==> run_1/clock_wires.png <==
Scale: 6 px per micron.
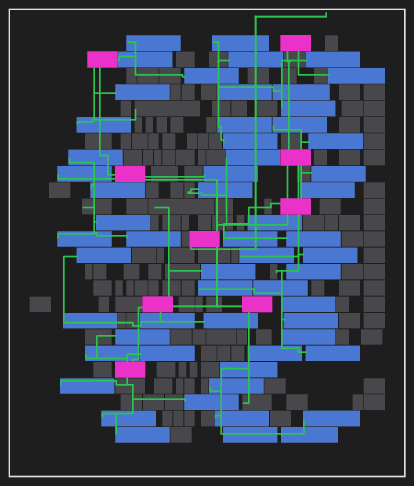
==> run_1/route_heat.png <==
Scale: 4 px per micron. The die is cut into 13 by 16 equal tiles; white is low, dark blue is high, scaled to the fullest tile. Values are wire area over tile area, all layers added.
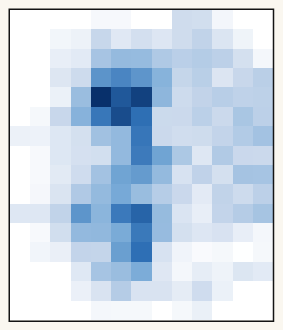
==> run_1/port_trees.png <==
Scale: 6 px per micron.
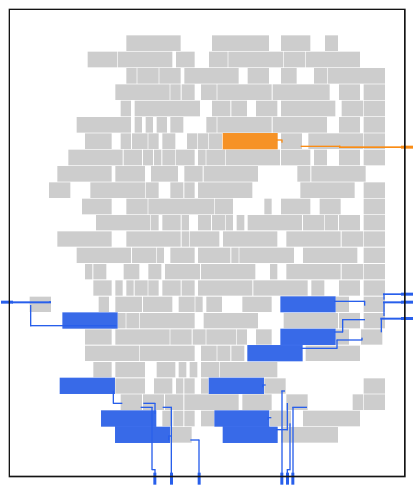
==> run_1/gates.png <==
Scale: 4 px per micron.
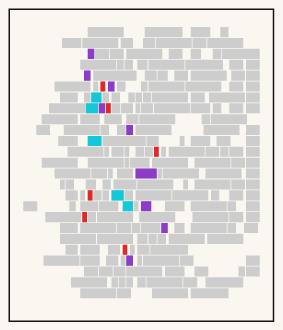
==> config.mk <==
export PLATFORM = sky130hd
export DESIGN_NAME = vga_timing_gen
export DESIGN_NICKNAME = d
export VERILOG_FILES = /design/src/rtl/vga_pkg.sv /design/src/rtl/vga_delay_line.sv /design/src/rtl/vga_timing_gen.sv
export SDC_FILE = /design/constraint.sdc
export NUM_CORES = 1
export LEC_CHECK = 0
export ABC_CLOCK_PERIOD_IN_PS = 2500
export CORE_ASPECT_RATIO = 1.2
export CORE_MARGIN = 3
export CORE_UTILIZATION = 50
export DETAILED_ROUTE_END_ITERATION = 16
export HOLD_SLACK_MARGIN = 0.02
export PLACE_DENSITY = 0.83
export SLEW_MARGIN = 20
export SYNTH_ARGS = -nofsm -noshare
export SYNTH_HDL_FRONTEND = slang
export SYNTH_SLANG_ARGS = --single-unit
==> constraint.sdc <==
create_clock -name i_clk -period 2.5 [get_ports i_clk]
set_input_delay 0.25 -clock i_clk [delete_from_list [all_inputs] [get_ports i_clk]]
set_output_delay 0.25 -clock i_clk [all_outputs]
set_load 0.02 [all_outputs]
==> src/rtl/vga_pkg.sv <==
// -----------------------------------------------------------------------------
// vga_pkg
// Shared constants and types for the VGA timing slice.
//   - Default 640x480@60 Hz timing (25 MHz pixel clock).
//   - RGB332 colour field widths.
//   - 10-bit coordinate width and the sync/active bundle that travels down
//     the alignment delay line.
// -----------------------------------------------------------------------------
package vga_pkg;

  localparam int COORD_W = 10;

  localparam int RED_W   = 3;
  localparam int GREEN_W = 3;
  localparam int BLUE_W  = 2;

  localparam int DEF_H_ACTIVE = 640;
  localparam int DEF_H_FP     = 16;
  localparam int DEF_H_SYNC   = 96;
  localparam int DEF_H_BP     = 48;

  localparam int DEF_V_ACTIVE = 480;
  localparam int DEF_V_FP     = 10;
  localparam int DEF_V_SYNC   = 2;
  localparam int DEF_V_BP     = 33;

  typedef logic [COORD_W-1:0] coord_t;

  // Pin-level sync levels plus the visible-area flag for one pixel slot.
  typedef struct packed {
    logic hs;
    logic vs;
    logic active;
  } sync_t;

endpackage

==> src/rtl/vga_delay_line.sv <==
// -----------------------------------------------------------------------------
// vga_delay_line
// Fixed-depth shift register with a per-bit reset value.
//   i_clk     : clock, rising edge
//   i_rst_n   : asynchronous active-low reset, loads RESET_VAL into all stages
//   i_d       : WIDTH-bit input, enters stage 0
//   o_q       : WIDTH-bit output, i_d delayed by DEPTH clocks
// -----------------------------------------------------------------------------
module vga_delay_line #(
  parameter int               WIDTH     = 1,
  parameter int               DEPTH     = 1,
  parameter logic [WIDTH-1:0] RESET_VAL = '0
) (
  input  logic             i_clk,
  input  logic             i_rst_n,
  input  logic [WIDTH-1:0] i_d,
  output logic [WIDTH-1:0] o_q
);

  logic [DEPTH-1:0][WIDTH-1:0] stage;

  // NOTE: every stage is reset, not only the last one; otherwise a reset
  // taken during a sync pulse would let stale pulse bits drain out afterwards.
  always_ff @(posedge i_clk or negedge i_rst_n) begin
    if (!i_rst_n) begin
      stage <= {DEPTH{RESET_VAL}};
    end else begin
      stage[0] <= i_d;
      for (int i = 1; i < DEPTH; i++) begin
        stage[i] <= stage[i-1];
      end
    end
  end

  assign o_q = stage[DEPTH-1];

endmodule

==> src/rtl/vga_timing_gen.sv <==
// -----------------------------------------------------------------------------
// vga_timing_gen
// Pixel-clock timing stage: horizontal/vertical counters, coordinate outputs
// for the colour logic, and sync/colour pins aligned to the returned colour.
//   i_clk          : pixel clock, rising edge
//   i_rst_n        : asynchronous active-low reset
//   o_X, o_Y       : registered coordinates (counters one clock late)
//   o_Active       : o_X/o_Y inside the visible area
//   o_Line_Start   : pulse with o_X==0
//   o_Frame_Start  : pulse with o_X==0 and o_Y==0
//   i_Red/Green/Blue : colour for the coordinate issued PIX_LAT clocks earlier
//   HSYNC, VSYNC   : sync pins, asserted level SYNC_POL
//   o_Red/Green/Blue : colour pins, zero outside the visible area
// Sync and colour pins refer to the o_X/o_Y presented PIX_LAT+1 clocks before.
// -----------------------------------------------------------------------------
module vga_timing_gen
  import vga_pkg::*;
#(
  parameter int H_ACTIVE = DEF_H_ACTIVE,
  parameter int H_FP     = DEF_H_FP,
  parameter int H_SYNC   = DEF_H_SYNC,
  parameter int H_BP     = DEF_H_BP,
  parameter int V_ACTIVE = DEF_V_ACTIVE,
  parameter int V_FP     = DEF_V_FP,
  parameter int V_SYNC   = DEF_V_SYNC,
  parameter int V_BP     = DEF_V_BP,
  parameter bit SYNC_POL = 1'b0,
  parameter int PIX_LAT  = 1
) (
  input  logic               i_clk,
  input  logic               i_rst_n,
  output logic [COORD_W-1:0] o_X,
  output logic [COORD_W-1:0] o_Y,
  output logic               o_Active,
  output logic               o_Line_Start,
  output logic               o_Frame_Start,
  input  logic [RED_W-1:0]   i_Red,
  input  logic [GREEN_W-1:0] i_Green,
  input  logic [BLUE_W-1:0]  i_Blue,
  output logic               HSYNC,
  output logic               VSYNC,
  output logic [RED_W-1:0]   o_Red,
  output logic [GREEN_W-1:0] o_Green,
  output logic [BLUE_W-1:0]  o_Blue
);

  localparam int H_TOTAL = H_ACTIVE + H_FP + H_SYNC + H_BP;
  localparam int V_TOTAL = V_ACTIVE + V_FP + V_SYNC + V_BP;

  localparam coord_t H_LAST    = coord_t'(H_TOTAL - 1);
  localparam coord_t V_LAST    = coord_t'(V_TOTAL - 1);
  localparam coord_t H_ACT_END = coord_t'(H_ACTIVE);
  localparam coord_t V_ACT_END = coord_t'(V_ACTIVE);
  localparam coord_t HS_START  = coord_t'(H_ACTIVE + H_FP);
  localparam coord_t HS_END    = coord_t'(H_ACTIVE + H_FP + H_SYNC);
  localparam coord_t VS_START  = coord_t'(V_ACTIVE + V_FP);
  localparam coord_t VS_END    = coord_t'(V_ACTIVE + V_FP + V_SYNC);

  // Raw decode is one clock ahead of o_X/o_Y, so PIX_LAT+1 stages bring it
  // to the edge on which the matching colour is sampled.
  localparam int DLY_DEPTH = PIX_LAT + 1;

  localparam sync_t SYNC_IDLE = '{hs: ~SYNC_POL, vs: ~SYNC_POL, active: 1'b0};

  coord_t h;
  coord_t v;
  sync_t  raw;
  sync_t  dly;

  // ---------------------------------------------------------------------------
  // Position counters: v advances only when h wraps.
  // ---------------------------------------------------------------------------
  // NOTE: sequential state uses non-blocking assignments so every register
  // sees pre-edge values and process order cannot change behaviour.
  always_ff @(posedge i_clk or negedge i_rst_n) begin
    if (!i_rst_n) begin
      h <= '0;
      v <= '0;
    end else if (h == H_LAST) begin
      h <= '0;
      v <= (v == V_LAST) ? '0 : v + 1'b1;
    end else begin
      h <= h + 1'b1;
    end
  end

  // ---------------------------------------------------------------------------
  // Raw decode of the current counter position.
  // ---------------------------------------------------------------------------
  // NOTE: raw gets a full default first so no path leaves it unassigned and
  // no latch is inferred.
  always_comb begin
    raw        = SYNC_IDLE;
    raw.active = (h < H_ACT_END) && (v < V_ACT_END);
    if ((h >= HS_START) && (h < HS_END)) raw.hs = SYNC_POL;
    if ((v >= VS_START) && (v < VS_END)) raw.vs = SYNC_POL;
  end

  // ---------------------------------------------------------------------------
  // Coordinate outputs, one clock behind the counters.
  // ---------------------------------------------------------------------------
  always_ff @(posedge i_clk or negedge i_rst_n) begin
    if (!i_rst_n) begin
      o_X           <= '0;
      o_Y           <= '0;
      o_Active      <= 1'b0;
      o_Line_Start  <= 1'b0;
      o_Frame_Start <= 1'b0;
    end else begin
      o_X           <= h;
      o_Y           <= v;
      o_Active      <= raw.active;
      o_Line_Start  <= (h == '0);
      o_Frame_Start <= (h == '0) && (v == '0);
    end
  end

  // ---------------------------------------------------------------------------
  // Align sync/active with the colour returned by the consumer.
  // ---------------------------------------------------------------------------
  vga_delay_line #(
    .WIDTH     ($bits(sync_t)),
    .DEPTH     (DLY_DEPTH),
    .RESET_VAL (SYNC_IDLE)
  ) u_align (
    .i_clk   (i_clk),
    .i_rst_n (i_rst_n),
    .i_d     (raw),
    .o_q     (dly)
  );

  // Pin registers. Colour sampled while the aligned slot is blanked is
  // replaced by zero, so the pins never carry whatever the consumer drives.
  always_ff @(posedge i_clk or negedge i_rst_n) begin
    if (!i_rst_n) begin
      HSYNC   <= SYNC_IDLE.hs;
      VSYNC   <= SYNC_IDLE.vs;
      o_Red   <= '0;
      o_Green <= '0;
      o_Blue  <= '0;
    end else begin
      HSYNC   <= dly.hs;
      VSYNC   <= dly.vs;
      o_Red   <= dly.active ? i_Red   : '0;
      o_Green <= dly.active ? i_Green : '0;
      o_Blue  <= dly.active ? i_Blue  : '0;
    end
  end

endmodule

==> flow_metrics.py, run 1 <==
# Synthesis and PnR figures
metrics = {
    "placement": {
        "post_dp_cell_area_sq_um": 2620,
        "pre_cts_ws_ns": 0.443,
    },
    "final_timing": {
        "finClkSkew_ns": 0.00852,
        "finalCriticalPeriod_ns": 2.07,
        "hold_viol_final": 0,
        "worst_slew_pin_slew_ns": 0.520,
        "finalWorstSetupSlack_ns": 0.432,
        "hold_slack_ns": 0.356,
        "finalCritPeriodShare_pct": 82.7,
        "timing.fmax_mhz": 484,
    },
    "synthesis": {
        "async_flop_share_pct": 100,
        "yosysTopAreaCell": "dfrtp_1",
        "postSynthCellCount": 158,
        "synth.distinct_cells": 37,
        "aoi_share_pct": 4.68,
        "yosys_area_sq_um": 2140,
        "simple_gate_share_pct": 17.7,
        "yosys_cells": 158,
        "avgSynthCellArea_sq_um": 13.5,
        "ys_seq_share_pct": 68.3,
        "synth_flop_count": 58,
        "synth_top_area_share_pct": 60.9,
        "synth-edff-count": 0,
        "yosys-top-cells-count": "52 x dfrtp_1, 10 x nor2_1, 9 x and2_1, 9 x nand3_1, 8 x nand4_1",
    },
    "job": {
        "cap_viol_max_count": 0,
        "tool_warnings": 28,
    },
    "cells_and_area": {
        "logic_area_sq_um": 628,
        "postLayoutCellArea_sq_um": 2860,
        "clk_share_pct": 8.14,
        "final_layout_top_logic_cell": "dfrtp_1",
        "fillers": 244,
        "lay_top_cells": "52 x dfrtp_1, 41 x clkdlybuf4s50_1, 12 x clkbuf_8, 10 x nor2_1",
        "fin_cells": 271,
        "nets": 226,
        "comb_area_share_pct": 22.0,
        "buffers_excl_clock": 46,
    },
    "power": {
        "p_int_w": 0.00162,
        "p_switching_w": 0.000376,
        "p_comb_w": 0.0000599,
        "clock_power_share_pct": 49.5,
        "p_sw_share_pct": 18.9,
    },
    "setup_path": {
        "path_cells": "or4b_4 > or4_4 > o21ai_0 > a221oi_2",
        "cp.depth": 4,
        "cp.arrival_ns": 2.27,
        "cp_num_buf_inv": 0,
        "max_stage_delay_ns": 0.61,
        "critical_path.endpoint": "v[9]",
        "worstPathRequired_ns": 2.70,
        "r2r_cells": 4,
        "cp_max_fo": 8,
        "crit_type": "reg -> reg",
        "ff2ff_setup_slack_ns": 0.43,
    },
    "clocking": {
        "numCtsBuffers": 9,
    },
    "global_route": {
        "grt-busiest-layer": "met2",
        "grt_antenna_before_repair": 0,
        "grt_pass1_vias": 1487,
        "met2_usage_pct": 28.6,
    },
    "detailed_routing": {
        "ant_nets": 0,
        "vias": 1446,
        "wl_met3_microns": 322,
        "top_layer": "met4",
        "drt_iter0_markers": 58,
        "met2WireLength_microns": 2160,
        "totalWireLength_microns": 4170,
        "wl_met1_microns": 1600,
        "post_drt_wl_per_cell_microns": 15.4,
    },
    "floorplan": {
        "placementRows": 25,
        "initial_core_util_pct": 53.0,
        "coreArea_sq_um": 4040,
        "pin_count": 43,
    },
    "status": {
        "status": "complete, no violations",
    },
    "worst_hold_path": {
        "hold_end": "HSYNC",
        "whs_path_depth": 0,
    },
}
About clock_wires.png:
[clock-net drivers] magenta | count: 9
[flip-flops] blue | count: 58
[clock wires] green | length: 690 microns
routed clock nets: 10

About route_heat.png:
tiles over half the peak: 10%
nearly empty tiles: 19%
densest ninth of the die: center
mean over tiles: 0.13
fullest tile: 0.59

About port_trees.png:
| port | color | direction | edge | end cells | buffers | wire |
|---|---|---|---|---|---|---|
| o_X | blue | output | 6 south, 3 east, 1 west | 10 | 10 | 148 microns |
| o_Frame_Start | orange | output | east | 1 | 1 | 18.2 microns |

About gates.png:
| family | color | cells | most used |
|---|---|---|---|
| non-inverting ao/oa cells | cyan | 5 | o21a_1 |
| aoi and oai cells | purple | 9 | o21ai_0 |
| inv cells | red | 6 | inv_1 |

==> inputs of run 2 (changes only) <==
--- a/config.mk
+++ b/config.mk
@@ -5,7 +5,7 @@
 export SDC_FILE = /design/constraint.sdc
 export NUM_CORES = 1
 export LEC_CHECK = 0
-export ABC_CLOCK_PERIOD_IN_PS = 2500
+export ABC_CLOCK_PERIOD_IN_PS = 2000
 export CORE_ASPECT_RATIO = 1.2
 export CORE_MARGIN = 3
 export CORE_UTILIZATION = 50
==> constraint.sdc (replaced) <==
create_clock -name i_clk -period 2 [get_ports i_clk]
set_input_delay 0.2 -clock i_clk [delete_from_list [all_inputs] [get_ports i_clk]]
set_output_delay 0.2 -clock i_clk [all_outputs]
set_load 0.02 [all_outputs]
==> flow_metrics.py, run 2 <==
# Synthesis and PnR figures
metrics = {
    "cells_and_area": {
        "lay_top_cells": "52 x dfrtp_1, 41 x clkdlybuf4s50_1, 10 x nor2_1, 10 x clkbuf_8",
        "final_layout_top_logic_cell": "dfrtp_1",
        "buffers_excl_clock": 50,
        "clk_share_pct": 7.59,
        "postLayoutCellArea_sq_um": 2890,
        "comb_area_share_pct": 21.8,
    },
    "setup_path": {
        "crit_type": "reg -> reg",
        "max_stage_delay_ns": 0.57,
        "cp_max_fo": 4,
        "cp.depth": 3,
        "ff2ff_setup_slack_ns": 0.08,
        "cp_num_buf_inv": 0,
        "cp.arrival_ns": 2.15,
        "worstPathRequired_ns": 2.23,
        "r2r_cells": 3,
    },
    "power": {
        "p_sw_share_pct": 19.6,
    },
    "status": {
        "status": "complete, no violations",
    },
    "global_route": {
        "grt_pass1_vias": 1422,
        "met2_usage_pct": 28.1,
    },
    "final_timing": {
        "worst_slew_pin_slew_ns": 0.487,
        "finalWorstSetupSlack_ns": 0.0799,
        "finClkSkew_ns": 0.00760,
        "hold_viol_final": 0,
        "hold_slack_ns": 0.356,
    },
    "synthesis": {
        "aoi_share_pct": 4.68,
        "yosys_cells": 158,
        "ys_seq_share_pct": 68.3,
        "yosys-top-cells-count": "52 x dfrtp_1, 10 x nor2_1, 9 x and2_1, 9 x nand3_1, 8 x nand4_1",
        "synth.distinct_cells": 37,
        "async_flop_share_pct": 100,
        "yosysTopAreaCell": "dfrtp_1",
        "synth_flop_count": 58,
    },
    "detailed_routing": {
        "drt_iter0_markers": 63,
        "wl_met3_microns": 257,
        "vias": 1400,
        "post_drt_wl_per_cell_microns": 14.6,
        "wl_met1_microns": 1670,
        "top_layer": "met4",
    },
}
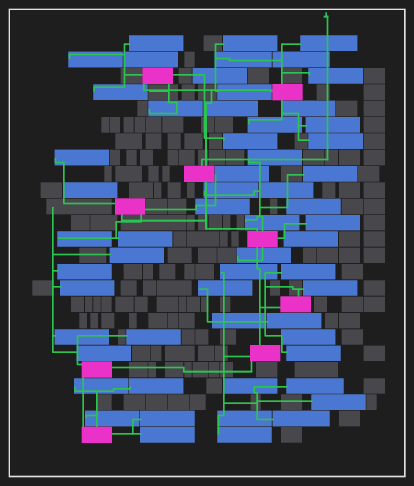
(run_2/clock_wires.png)
Scale: 6 px per micron.
[clock-net drivers] magenta | count: 9
[clock wires] green | length: 648 microns
[flip-flops] blue | count: 58
routed clock nets: 10

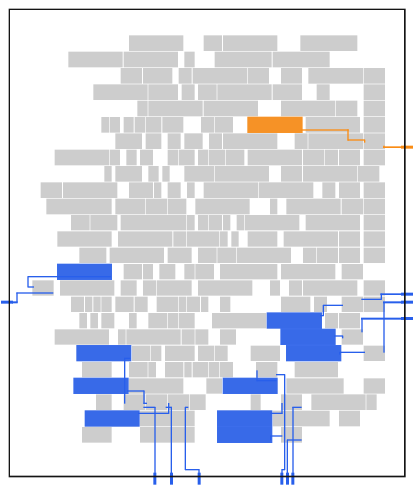
(run_2/port_trees.png)
Scale: 6 px per micron.
PortBufs: 42
I/O Pins: 43

==> inputs of run 3 (changes only) <==
--- a/config.mk
+++ b/config.mk
@@ -5,7 +5,7 @@
 export SDC_FILE = /design/constraint.sdc
 export NUM_CORES = 1
 export LEC_CHECK = 0
-export ABC_CLOCK_PERIOD_IN_PS = 2000
+export ABC_CLOCK_PERIOD_IN_PS = 2200
 export CORE_ASPECT_RATIO = 1.2
 export CORE_MARGIN = 3
 export CORE_UTILIZATION = 50
==> constraint.sdc (replaced) <==
create_clock -name i_clk -period 2.2 [get_ports i_clk]
set_input_delay 0.22 -clock i_clk [delete_from_list [all_inputs] [get_ports i_clk]]
set_output_delay 0.22 -clock i_clk [all_outputs]
set_load 0.02 [all_outputs]
==> flow_metrics.py, run 3 <==
# Synthesis and PnR figures
metrics = {
    "final_timing": {
        "finalCritPeriodShare_pct": 93.4,
        "worst_slew_pin_slew_ns": 0.520,
        "timing.fmax_mhz": 486,
        "finalWorstSetupSlack_ns": 0.144,
        "hold_slack_ns": 0.356,
        "hold_viol_final": 0,
        "finalCriticalPeriod_ns": 2.06,
        "finClkSkew_ns": 0.00683,
    },
    "setup_path": {
        "max_stage_delay_ns": 0.58,
        "cp_max_fo": 7,
        "worstPathRequired_ns": 2.38,
        "critical_path.endpoint": "v[9]",
        "cp.arrival_ns": 2.24,
        "r2r_cells": 4,
        "crit_type": "reg -> reg",
        "ff2ff_setup_slack_ns": 0.14,
        "cp.depth": 4,
        "path_cells": "or4b_4 > or4_4 > o21ai_0 > a221oi_2",
        "cp_num_buf_inv": 0,
    },
    "cells_and_area": {
        "clk_share_pct": 7.01,
        "fillers": 263,
        "logic_area_sq_um": 628,
        "postLayoutCellArea_sq_um": 2840,
        "lay_top_cells": "52 x dfrtp_1, 41 x clkdlybuf4s50_1, 11 x clkbuf_8, 10 x nor2_1",
        "final_layout_top_logic_cell": "dfrtp_1",
        "comb_area_share_pct": 22.1,
        "nets": 228,
        "fin_cells": 273,
        "buffers_excl_clock": 48,
    },
    "synthesis": {
        "yosys-top-cells-count": "52 x dfrtp_1, 10 x nor2_1, 9 x and2_1, 9 x nand3_1, 8 x nand4_1",
        "avgSynthCellArea_sq_um": 13.5,
        "postSynthCellCount": 158,
        "synth-edff-count": 0,
        "synth.distinct_cells": 37,
        "yosysTopAreaCell": "dfrtp_1",
        "aoi_share_pct": 4.68,
        "yosys_area_sq_um": 2140,
        "synth_top_area_share_pct": 60.9,
        "yosys_cells": 158,
        "synth_flop_count": 58,
        "simple_gate_share_pct": 17.7,
        "async_flop_share_pct": 100,
        "ys_seq_share_pct": 68.3,
    },
    "global_route": {
        "grt_antenna_before_repair": 0,
        "grt-busiest-layer": "met2",
        "met2_usage_pct": 28.6,
    },
    "floorplan": {
        "coreArea_sq_um": 4040,
        "initial_core_util_pct": 53.0,
        "placementRows": 25,
        "pin_count": 43,
    },
    "placement": {
        "post_dp_cell_area_sq_um": 2630,
        "pre_cts_ws_ns": 0.220,
        "io_buffers": 42,
    },
    "detailed_routing": {
        "wl_met3_microns": 229,
        "vias": 1441,
        "post_drt_wl_per_cell_microns": 14.7,
        "totalWireLength_microns": 4020,
        "met2WireLength_microns": 2080,
        "ant_nets": 0,
    },
    "clocking": {
        "numCtsBuffers": 9,
        "post_cts_buffers": 0,
        "cts.sink_count": 58,
    },
    "job": {
        "tool_warnings": 28,
        "cap_viol_max_count": 0,
    },
    "power": {
        "p_switching_w": 0.000397,
        "p_comb_w": 0.0000682,
        "p_int_w": 0.00169,
        "p_sw_share_pct": 19.0,
        "clock_power_share_pct": 45.1,
    },
    "worst_hold_path": {
        "hold_end": "VSYNC",
    },
    "status": {
        "status": "complete, no violations",
    },
}
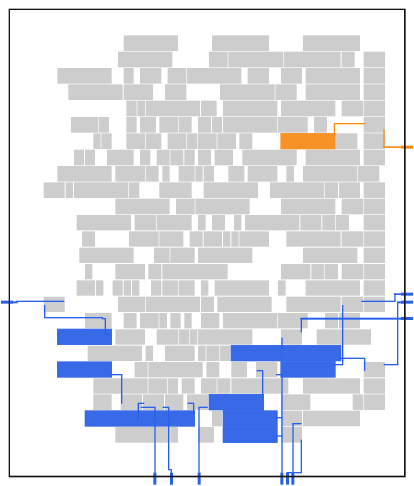
(run_3/port_trees.png)
Scale: 6 px per micron.
| port | color | direction | edge | end cells | buffers | wire |
|---|---|---|---|---|---|---|
| o_X | blue | output | 6 south, 3 east, 1 west | 10 | 10 | 179 microns |
| o_Frame_Start | orange | output | east | 1 | 1 | 12.9 microns |

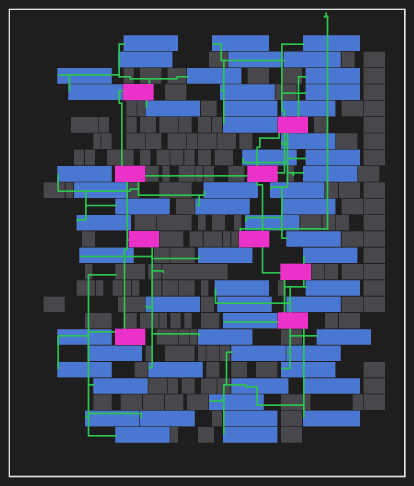
(run_3/clock_wires.png)
Scale: 6 px per micron.
[clock wires] green | length: 584 microns
[clock-net drivers] magenta | count: 9
[flip-flops] blue | count: 58
routed clock nets: 10

Power is estimated from default activity; no workload was simulated.
